[config.mk]
export PLATFORM = sky130hd
export DESIGN_NAME = mskand_bitserial_seq
export DESIGN_NICKNAME = d
export VERILOG_FILES = /design/src/rtl/mskand_bitserial_pkg.sv /design/src/rtl/MSKand_dom.sv /design/src/rtl/mskand_bitserial_seq.sv
export SDC_FILE = /design/constraint.sdc
export NUM_CORES = 1
export LEC_CHECK = 0
export CAP_MARGIN = 15
export CORE_ASPECT_RATIO = 1.5
export CORE_MARGIN = 1
export CORE_UTILIZATION = 51
export CTS_CLUSTER_SIZE = 28
export DETAILED_ROUTE_END_ITERATION = 16
export PLACE_DENSITY = 0.92
export SETUP_SLACK_MARGIN = 0.1
export SYNTH_ARGS = -nofsm -noshare
export SYNTH_HDL_FRONTEND = slang
export SYNTH_SLANG_ARGS = --single-unit
[constraint.sdc]
create_clock -name clk -period 2.35 [get_ports clk]
set_input_delay 0.47 -clock clk [delete_from_list [all_inputs] [get_ports clk]]
set_output_delay 0.47 -clock clk [all_outputs]
set_load 0.05 [all_outputs]
[src/rtl/mskand_bitserial_pkg.sv]
// Shared types and helpers for the bit-serial masked AND sequencer.
//   state_t : sequencer FSM states
//   idx     : flat index of share s of bit k in a k*D+s sharing layout
//   ridx    : randomness bit used by the share pair (i,j), i<j, in a d-share DOM gadget
package mskand_bitserial_pkg;

  typedef enum logic [1:0] {IDLE, RUN, DRAIN, DONE} state_t;

  function automatic int idx(input int k, input int s, input int d);
    return k * d + s;
  endfunction

  // Pairs are enumerated row-wise: (0,1),(0,2)..(0,d-1),(1,2)...
  function automatic int ridx(input int i, input int j, input int d);
    return i * d - (i * (i + 1)) / 2 + (j - i - 1);
  endfunction

endpackage

[src/rtl/MSKand_dom.sv]
// d-share domain-oriented-masking AND gadget, one register stage.
//   clk, rst : clock, async active-high reset
//   ina, inb : one bit's d shares of each operand
//   rnd      : d*(d-1)/2 fresh random bits, one per share pair
//   out      : d shares of ina&inb, valid the cycle after the inputs
// Every cross-domain product is blinded with its pair's random bit before
// the register, so the output XOR tree never sees an unblinded cross term.
module MSKand_dom
  import mskand_bitserial_pkg::*;
#(
  parameter int d = 2
) (
  input  logic                   clk,
  input  logic                   rst,
  input  logic [d-1:0]           ina,
  input  logic [d-1:0]           inb,
  input  logic [d*(d-1)/2-1:0]   rnd,
  output logic [d-1:0]           out
);

  logic [d-1:0][d-1:0] term_d, term_q;

  always_comb begin
    term_d = '0;
    for (int i = 0; i < d; i++) begin
      for (int j = 0; j < d; j++) begin
        if (i == j)
          term_d[i][j] = ina[i] & inb[j];
        else if (i < j)
          term_d[i][j] = (ina[i] & inb[j]) ^ rnd[ridx(i, j, d)];
        else
          term_d[i][j] = (ina[i] & inb[j]) ^ rnd[ridx(j, i, d)];
      end
    end
  end

  always_ff @(posedge clk or posedge rst) begin
    if (rst) term_q <= '0;
    else     term_q <= term_d;
  end

  // Integration stays inside share domain i: only row i terms are combined.
  always_comb begin
    out = '0;
    for (int i = 0; i < d; i++)
      for (int j = 0; j < d; j++)
        out[i] = out[i] ^ term_q[i][j];
  end

endmodule

[src/rtl/mskand_bitserial_seq.sv]
// Bit-serial masked AND: computes a W-bit shared a&b through one DOM gadget,
// one bit per cycle in which the PRNG supplies a fresh word.
//   clk, rst            : clock, async active-high reset
//   in_valid/in_ready   : operand handshake (ready only in IDLE)
//   in_a, in_b          : operand sharings, bit k share s at k*D+s
//   rnd_valid/rnd_ready : PRNG handshake, ready only on an issue cycle
//   rnd                 : N_RND fresh random bits
//   out_valid/out_ready : result handshake, out held stable in DONE
//   out                 : result sharing, same layout as in_a
//   busy                : high outside IDLE
module mskand_bitserial_seq
  import mskand_bitserial_pkg::*;
#(
  parameter int D = 2,
  parameter int W = 8,
  localparam int N_RND = D * (D - 1) / 2
) (
  input  logic               clk,
  input  logic               rst,
  input  logic               in_valid,
  output logic               in_ready,
  input  logic [W*D-1:0]     in_a,
  input  logic [W*D-1:0]     in_b,
  input  logic               rnd_valid,
  output logic               rnd_ready,
  input  logic [N_RND-1:0]   rnd,
  output logic               out_valid,
  input  logic               out_ready,
  output logic [W*D-1:0]     out,
  output logic               busy
);

  localparam int CW = (W > 1) ? $clog2(W) : 1;

  state_t            state_q, state_d;
  logic [CW-1:0]     cnt_q, idx_q;
  logic              issue, issue_q;
  logic [W*D-1:0]    a_q, b_q, res_q;
  logic [D-1:0]      g_a, g_b, g_out;
  logic [N_RND-1:0]  g_r;

  always_comb begin
    state_d = state_q;
    issue   = 1'b0;
    case (state_q)
      IDLE:  if (in_valid) state_d = RUN;
      RUN: begin
        issue = rnd_valid;
        if (issue && cnt_q == CW'(W - 1)) state_d = DRAIN;
      end
      DRAIN: state_d = DONE;
      DONE:  if (out_ready) state_d = IDLE;
      default: state_d = IDLE;
    endcase
  end

  assign in_ready  = (state_q == IDLE);
  assign busy      = (state_q != IDLE);
  assign out_valid = (state_q == DONE);
  assign rnd_ready = issue;
  assign out       = res_q;

  // Gadget inputs are forced to zero unless a fresh rnd word is consumed
  // this cycle, so no operand share ever meets stale or missing randomness.
  assign g_a = issue ? a_q[idx(int'(cnt_q), 0, D) +: D] : '0;
  assign g_b = issue ? b_q[idx(int'(cnt_q), 0, D) +: D] : '0;
  assign g_r = issue ? rnd : '0;

  MSKand_dom #(.d(D)) u_dom (
    .clk (clk),
    .rst (rst),
    .ina (g_a),
    .inb (g_b),
    .rnd (g_r),
    .out (g_out)
  );

  always_ff @(posedge clk or posedge rst) begin
    if (rst) begin
      state_q <= IDLE;
      cnt_q   <= '0;
      idx_q   <= '0;
      issue_q <= 1'b0;
      a_q     <= '0;
      b_q     <= '0;
      res_q   <= '0;
    end else begin
      state_q <= state_d;
      issue_q <= issue;
      if (state_q == IDLE && in_valid) begin
        a_q   <= in_a;
        b_q   <= in_b;
        cnt_q <= '0;
      end
      if (issue) begin
        idx_q <= cnt_q;
        cnt_q <= cnt_q + CW'(1);
      end
      // Gadget output for the bit issued last cycle is ready now.
      if (issue_q) res_q[idx(int'(idx_q), 0, D) +: D] <= g_out;
    end
  end

endmodule

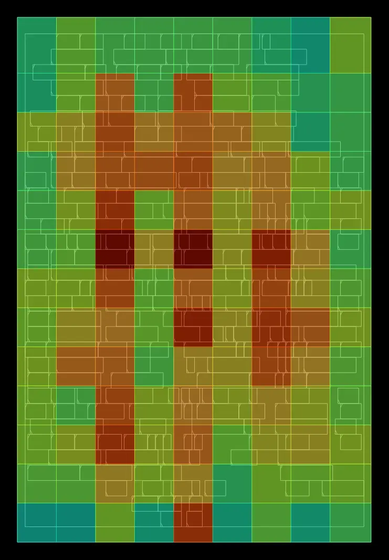
**Above:** run 1 (track usage over the die).
WL/cell: 15.0 um
M1 GR Usage: 22.5%
met2 global-route usage: 35.4%

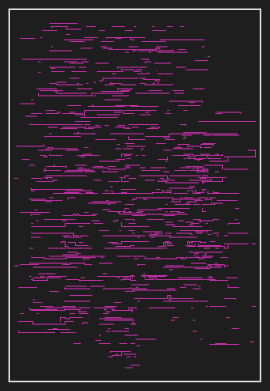
**Above:** run 1 (metal 1).
Scale: 4 px per um.
main direction: horizontal
share of all routed wire: 40%
longest straight run: 16.1 um
nets with wire on the layer: 262
WL final: 5.12 mm
vias post-DR: 1,813

==> flow_metrics.env, run 1 <==
# flow metrics
export IMPL_cts_hold_buffers_added=0
export IMPL_fin_crit_sh_pct=91.9
export IMPL_crit_buf_inv=1
export IMPL_cp_slowest_cell="clkdlybuf4s50_1"
export IMPL_path_depth=2
export IMPL_min_path_type="flip-flop to flip-flop"
export IMPL_comb_power_uw=1820
export IMPL_drv_slew=0
export IMPL_hold_viol_final=0
export IMPL_powerClk_uw=741
export IMPL_post_cts_resize_count=0
export IMPL_vdd_drop_max_mv=0.598
export IMPL_hpwl_mm=3.75
export IMPL_lay_top_count="dfrtp_1"
export IMPL_drt_pass1_iterations=4
export IMPL_crit_path_max_fanout=3
export IMPL_ys_chip_area_um2=2800
export IMPL_endpoint="out_valid"
export IMPL_synth_top_cells_by_area="dfrtp_1 55%, mux2_2 13%, mux2_1 5.6%"
export IMPL_finalSetupViolCount=0
export IMPL_num_antenna_cells=0
export IMPL_ys_flops=61
export IMPL_grt_max_degree=62
export IMPL_period_needed_ns=2.16
export IMPL_routed_wl_met3_um=186
export IMPL_simple_gate_area_share_pct=6.45
export IMPL_routed_top_layer="met4"
export IMPL_drive_gt1_share_pct=22.3
export IMPL_critical_path_required_ns=1.88
export IMPL_leakagePower_uw=0.00161
export IMPL_fin_area_um2=3640
export IMPL_rr_endpoint="out[13]$_DFFE_PP0P_"
export IMPL_tap_cell_count=68
export IMPL_outcome="complete, no violations"
export IMPL_path_cells="ha_1, clkdlybuf4s50_1"
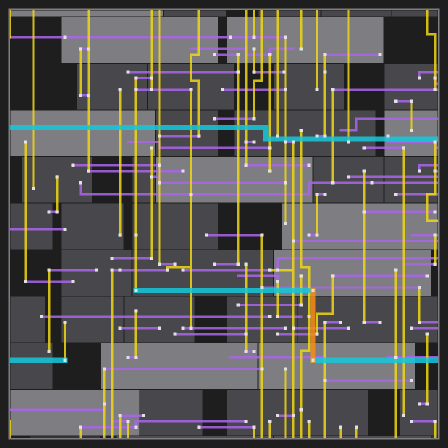
**Above:** run 1 (close-up of the layout).
Window x 3 to 28, y 57 to 82 um. Cells in grey, sequential cells in the stronger grey; small squares are vias.
| colour | layer |
|---|---|
| cyan | metal 3 |
| yellow | metal 2 |
| purple | metal 1 |
| orange | metal 4 |
cells with their middle in the window: 33
sequential cells in the window: 9
most frequent: mux2_2 (9), dfrtp_1 (9), clkdlybuf4s50_1 (7)
netlist names of flops here include: b_q (8), a_q (1)

==> run 1 -> run 2 <==
--- a/config.mk
+++ b/config.mk
@@ -12,6 +12,7 @@
 export CTS_CLUSTER_SIZE = 28
 export DETAILED_ROUTE_END_ITERATION = 16
 export PLACE_DENSITY = 0.92
+export REMOVE_ABC_BUFFERS = 1
 export SETUP_SLACK_MARGIN = 0.1
 export SYNTH_ARGS = -nofsm -noshare
 export SYNTH_HDL_FRONTEND = slang
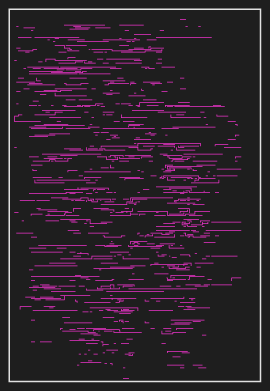
**Above:** run 2 (metal 1).
Scale: 4 px per um.
share of all routed wire: 38%
longest straight run: 17.0 um
main direction: horizontal
nets with wire on the layer: 273
wire length on this layer: 2,030 um
vias post-DR: 1,845
WL final: 5.37 mm
M1 GR Usage: 22.9%

==> run 2 against run 1 <==
Compared with the run above: register-to-register slack about the same; critical path depth unchanged; sequential share of layout area down 1.0 points; non-clock buffer count unchanged; sequential power about the same; wire length up 4.8%; power up 9.2%; clock power up 48%; fmax down 1.6%; first-iteration DRC count down 50%; global-route usage up 0.56 points; critical endpoint unchanged; largest power group unchanged.
==> flow_metrics.env, run 2 <==
# flow metrics
export IMPL_wl_met1_mm=2.03
export IMPL_num_antenna_cells=0
export IMPL_max_freq_mhz=456
export IMPL_swShare_pct=33.6
export IMPL_simple_gate_area_share_pct=6.45
export IMPL_yosysMostFrequentCell="dfrtp_1"
export IMPL_hpwl_mm=3.85
export IMPL_reg2reg_from="idx_q[0]$_DFFE_PP0P_"
export IMPL_pwr_share_seq_pct=36.8
export IMPL_async_flop_share_pct=100
export IMPL_slew_headroom_pct=63.2
export IMPL_vdd_drop_max_mv=0.774
export IMPL_path_depth=2
export IMPL_clk_pin_slew_ns=0.07
export IMPL_fin_crit_sh_pct=93.4
export IMPL_ys_flops=61
export IMPL_grt_max_degree=62
export IMPL_rr_endpoint="out[12]$_DFFE_PP0P_"
export IMPL_cts_hold_buffers_added=0
export IMPL_comb_power_uw=1830
export IMPL_synth_cell_type_count=25
export IMPL_routed_top_layer="met4"
export IMPL_ant_nets=0
export IMPL_rows=32
export IMPL_hold_viol_final=0
export IMPL_ys_chip_area_um2=2800
export IMPL_synthAdderAreaFrac_pct=5.37
export IMPL_boundaryPins=58
export IMPL_min_path_type="flip-flop to flip-flop"
export IMPL_drt_initial_drc_count=51
export IMPL_cp_data_arrival_time_ns=1.73
export IMPL_clockRootBuffer="clkbuf_8"
export IMPL_routed_wl_met3_um=189
export IMPL_wire_per_inst_um=15.7
export IMPL_syn_area_um2=2800
export IMPL_fin_area_um2=3730
export IMPL_cp_slowest_cell="clkdlybuf4s50_1"
export IMPL_drv_slew=0
export IMPL_n_fill_cell=345
export IMPL_tap_cell_count=68
export IMPL_synth_xor_area_share_pct=0.627
export IMPL_regArea_um2=1530
export IMPL_crit_path_max_fanout=4
export IMPL_crit_buf_inv=1
export IMPL_outcome="complete, no violations"
export IMPL_synthDominantCellAreaShare_pct=54.6
export IMPL_leakagePower_uw=0.00166
export IMPL_startpoint_type="flip-flop"
export IMPL_drt_pass1_iterations=4
export IMPL_power_density_nw_per_um2=1250
export IMPL_powerClk_uw=1100
export IMPL_final_cell_mix="61 x dfrtp_1, 54 x clkdlybuf4s50_1, 33 x mux2_2, 20 x nand2_1, 14 x mux2_1"
export IMPL_endpoint="out_valid"
export IMPL_period_needed_ns=2.20
export IMPL_finalSetupTns_ns=0
export IMPL_buf_share_pct=16.9
export IMPL_drv_cap=0
export IMPL_critical_path_required_ns=1.88
export IMPL_viasPerCell=5.39
export IMPL_place_inst=326
export IMPL_lay_top_count="dfrtp_1"
export IMPL_die_w_um=62.4
export IMPL_syn_avg_cell_area_um2=13.7
export IMPL_post_cts_resize_count=0
export IMPL_min_from="out[1]$_DFFE_PP0P_"
export IMPL_global_route_usage_met2_pct=36.2
export IMPL_finalSetupViolCount=0
export IMPL_slowest_delay_ns=0.80
export IMPL_largest_class="flip-flops and latches"
export IMPL_clockPowerShare_pct=23.8
export IMPL_synth_top_cells_by_area="dfrtp_1 55%, mux2_2 13%, mux2_1 5.6%"
export IMPL_core_area_um2=5200
export IMPL_path_cells="ha_1, clkdlybuf4s50_1"
export IMPL_met3_usage_pct=5.67
export IMPL_gp_congestion=0.858
export IMPL_ff2ff_path_depth=6
export IMPL_drive_gt1_share_pct=24.1
==> run 2 -> run 3 <==
--- a/config.mk
+++ b/config.mk
@@ -13,7 +13,7 @@
 export DETAILED_ROUTE_END_ITERATION = 16
 export PLACE_DENSITY = 0.92
 export REMOVE_ABC_BUFFERS = 1
-export SETUP_SLACK_MARGIN = 0.1
+export SETUP_SLACK_MARGIN = 0.5
 export SYNTH_ARGS = -nofsm -noshare
 export SYNTH_HDL_FRONTEND = slang
 export SYNTH_SLANG_ARGS = --single-unit
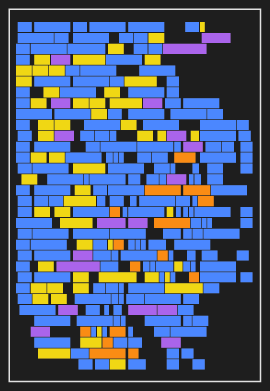
**Above:** run 3 (drive-strength map).
Scale: 4 px per um.
| colour | size | cells | share | most used |
|---|---|---|---|---|
| yellow | _2 cells | 53 | 19% | mux2_2 |
| purple | _6 and larger | 18 | 6.5% | clkbuf_8 |
| orange | _3 and _4 cells | 15 | 5.4% | buf_4 |
| blue | _0 and _1 cells | 192 | 69% | dfrtp_1 |

==> run 3 against run 2 <==
Compared with the run above: worst hold slack improved by 0.0033 ns; wire length increased by 4.1%; register-to-register slack improved by 0.35 ns; largest power group unchanged; non-clock buffer count increased by 4; critical path type unchanged; clock-buffer cell count unchanged; synthesized cell count unchanged.
==> flow_metrics.env, run 3 <==
# flow metrics
export IMPL_ant_nets=0
export IMPL_power_density_nw_per_um2=1270
export IMPL_cp_data_arrival_time_ns=1.37
export IMPL_routed_wl_met3_um=207
export IMPL_leakagePower_uw=0.00177
export IMPL_synth_top_cells_by_area="dfrtp_1 55%, mux2_2 13%, mux2_1 5.6%"
export IMPL_outcome="complete, no violations"
export IMPL_crit_path_max_fanout=5
export IMPL_lay_top_count="dfrtp_1"
export IMPL_die_w_um=62.4
export IMPL_global_route_usage_met2_pct=36.2
export IMPL_cp_slowest_cell="dfrtp_1"
export IMPL_path_cells="inv_1, ha_2, inv_1, buf_4"
export IMPL_post_cts_resize_count=32
export IMPL_tap_cell_count=68
export IMPL_place_inst=326
export IMPL_endpoint="busy"
export IMPL_drt_initial_drc_count=57
export IMPL_regArea_um2=1530
export IMPL_num_antenna_cells=0
export IMPL_wire_per_inst_um=16.2
export IMPL_rr_endpoint="out[13]$_DFFE_PP0P_"
export IMPL_startpoint_type="flip-flop"
export IMPL_viasPerCell=5.43
export IMPL_swShare_pct=34.1
export IMPL_rows=32
export IMPL_critical_path_required_ns=1.88
export IMPL_via_count=1879
export IMPL_drv_slew=0
export IMPL_ys_flops=61
export IMPL_cts_hold_buffers_added=0
export IMPL_grt_max_degree=62
export IMPL_yosysMostFrequentCell="dfrtp_1"
export IMPL_syn_area_um2=2800
export IMPL_min_path_type="flip-flop to flip-flop"
export IMPL_finalSetupViolCount=0
export IMPL_simple_gate_area_share_pct=6.45
export IMPL_reg2reg_from="idx_q[1]$_DFFE_PP0P_"
export IMPL_buf_share_pct=16.8
export IMPL_clockPowerShare_pct=22.9
export IMPL_boundaryPins=58
export IMPL_n_fill_cell=336
export IMPL_finalSetupTns_ns=0
export IMPL_crit_buf_inv=3
export IMPL_wl_mm=5.59
export IMPL_pwr_share_seq_pct=35.3
export IMPL_ff2ff_path_depth=6
export IMPL_hold_viol_final=0
export IMPL_met3_usage_pct=7.14
export IMPL_final_cell_mix="59 x dfrtp_1, 37 x clkdlybuf4s50_1, 33 x mux2_2, 16 x nand2_1, 16 x dlygate4sd2_1"
export IMPL_drt_pass1_iterations=4
export IMPL_synth_xor_area_share_pct=0.627
export IMPL_async_flop_share_pct=100
export IMPL_met1_usage_pct=23.0
export IMPL_powerClk_uw=1100
export IMPL_fin_area_um2=3820
export IMPL_path_depth=4
export IMPL_fin_crit_sh_pct=78.5
export IMPL_synth_cell_type_count=25
export IMPL_slew_headroom_pct=66.3
export IMPL_largest_class="flip-flops and latches"
export IMPL_hpwl_mm=3.85
export IMPL_syn_avg_cell_area_um2=13.7
export IMPL_core_area_um2=5200
export IMPL_wl_met1_mm=2.12
Power is estimated from default activity; no workload was simulated.
